Design mem_port_arbiter, sky130hd; sources not shown.
Fig. 1: a small window of the routed layout
Window x 53 to 93, y 24 to 64 um. Cells in grey, sequential cells in the stronger grey; small squares are vias.
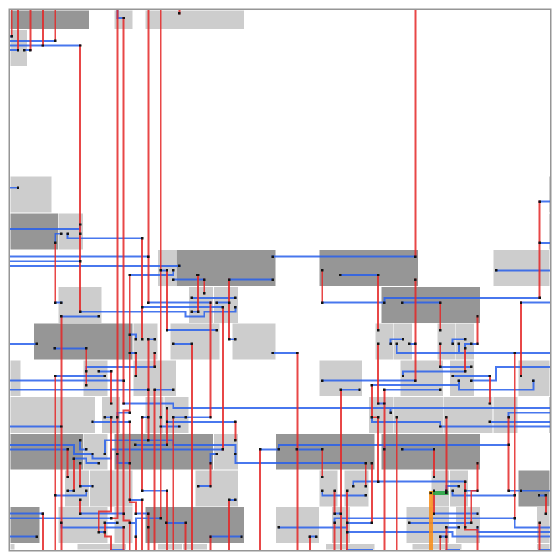
legend:
  red:
    layer: met2
  orange:
    layer: met4
  green:
    layer: met3
  blue:
    layer: met1
most frequent: dfxtp_1 (10)
cells with their middle in the window: 55
sequential cells in the window: 10

Fig. 2: routed clock nets over the placement
The bar under the picture is 50 um long.
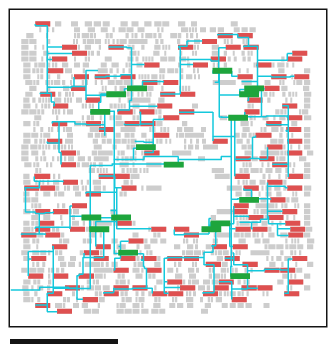
legend:
  cyan:
    item: clock wires
    length: 1,970 um
  red:
    item: flip-flops
    count: 141
  green:
    item: cells driving clock nets
    count: 17
routed clock nets: 18
flops lie: spread over the die
worst-skew pair later-pin latency: 0.42 ns
clock share of power: 0.382

Fig. 3: the metal 3 layer
The bar under the picture is 50 um long.
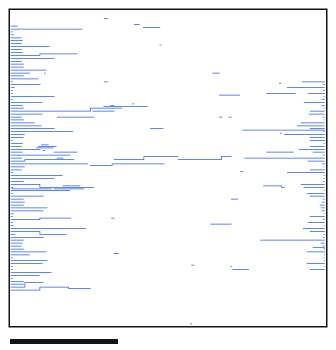
longest straight run: 37.7 um
main direction: horizontal
total wire length: 20.43 mm
met3 capacity usage during global routing: 0.06394

Fig. 4: cell outlines without signal wires
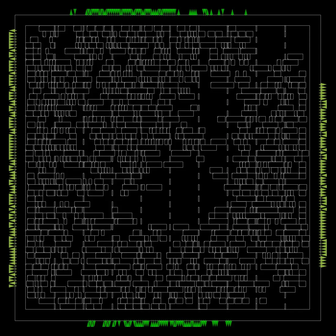
final std cells w/o fill: 1,316
share of the core filled with cells: 0.5180
FILL cells: 1,862
tap cells: 234
fraction of area in registers: 0.2948

==> run notes <==
Flow results.

- The dominant logic cell type in the layout is nor2_1.
- The floorplan net count is a little over 900.
- The area taken by multi-input combinational cells is reported as roughly 2500 um2.
- The horizontal extent of the die is 146.5 um.
- The finished cells cover ~9600 um2.
- The TritonCTS clock tree is done.
- The count of buffers added by post-CTS timing repair for setup is 0.
- STA puts the critical path data arrival time at 1.81 ns.
- In this run, the number of DRC markers left after iteration 0 of detailed routing was 264.
- The final number of setup-violating endpoints is 0.
- The portion of the layout cell area used by non-clock buffers is 0.3382.
- The count of pins over their slew limit is 0.
- Looking at the critical path, the highest net fanout was 21.
- Summing all flip-flop and latch instances after layout gives 2828 um2.
- The run finished with clean final reports.
- The final critical delay including setup and external delays is roughly 1.5 ns.
- The worst register-to-register path has a setup slack of 0.05 ns.
- Counting both buffers and inverters, the worst setup path holds a total of 5.
- The share of cells above drive strength 1 is 0.1091.
- The first detailed-routing pass took 4 iterations.
- The number of warnings issued by yosys is 0.
- The post-synthesis chip area from yosys is around 5600 um2.
- The placed wire-length estimate is approximately 14 mm.
- In the layout the commonest cells are nor2_1, dfxtp_1, clkdlybuf4s50_1, dlygate4sd2_1, nand2_1.
- According to the I/O placement log, the pin count is about 280.
- The total cell area at the placement stage is 8811 um2.
- The post-detailed-route DRC marker count is 0.
- Synthesis produced 780 cells.
- The area of the core region is 18,520 um2.
- The buffer count excluding the clock tree in the final layout is 326.
- In this run the tool buffered the top-level ports with 274 buffer cells.
- The logs give a warning total of 30.
- The total negative slack is 0 ns.
- The number of violations of the max-capacitance limit is 0.
- The report puts the hold buffer count at CTS at 0.
- Per the slew report, the remaining headroom to the max-slew limit stands at 0.7281.
- The number of cells on the worst hold path is 3.
- The number of distinct standard cells referenced by the synthesized netlist is 19.
- The initial standard-cell utilization of the core is 0.3019.
- The longest clock path from root to sink contains 2 buffers.
- The completed layout was analyzed and its total power is 10,970 uW.
- The sort of element at the start of the critical path is a flip-flop.
[synthesized netlist by cell type]
master | n | share of area
nor2_1 | 202 | 0.14
dfxtp_1 | 141 | 0.50
nand2_1 | 114 | 0.077
o21ai_0 | 102 | 0.091
nand3_1 | 65 | 0.058
inv_1 | 45 | 0.030
a21oi_1 | 38 | 0.034
clkbuf_1 | 34 | 0.023
buf_2 | 11 | 0.0098
buf_4 | 6 | 0.0081
ha_1 | 5 | 0.011
nor3_1 | 5 | 0.0045
buf_1 | 4 | 0.0027
nand4_1 | 3 | 0.0034
inv_2 | 1 | 0.00067
nand3_2 | 1 | 0.0018
nor2_4 | 1 | 0.0020
nor3b_1 | 1 | 0.0013
o21ai_1 | 1 | 0.00089
[power breakdown]
part | total, uW | internal [uW] | switching (uW)
sequential | 4310 | 4130 | 175
clock | 4200 | 2570 | 1630
combinational | 2470 | 1300 | 1170
total | 11000 | 8000 | 2970
[per-layer routing]
layer  up-vias  wire, um
li1       3081         -
met2       218      9596
met5         -         0
met4         0       373
met1      2675      8721
met3        26      1737
[per-stage QoR]
stage,worst slack (ns),util,instances,hold WS (ns)
finish,0.04884,0.5180,1316,0.3173
global route,-0.02985,0.5180,1316,0.3441
CTS,-0.01334,0.5005,1306,0.3086
detailed placement,-0.2978,0.4758,1274,0.4560
global placement,-0.2640,0.4758,1274,0.4523
floorplan,0.04466,-,780,0.4272
[cells by family after synthesis]
| family | after synthesis | share of synthesized area |
|---|---|---|
| adder cells (fa/ha/maj) | 5 | 0.01119 |
| flip-flops | 141 | 0.5049 |
| AND-OR/OR-AND | 141 | 0.1262 |
| buffers and inverters | 101 | 0.07430 |
| AND/OR/NAND/NOR | 392 | 0.2833 |
Power is estimated from default activity; no workload was simulated.
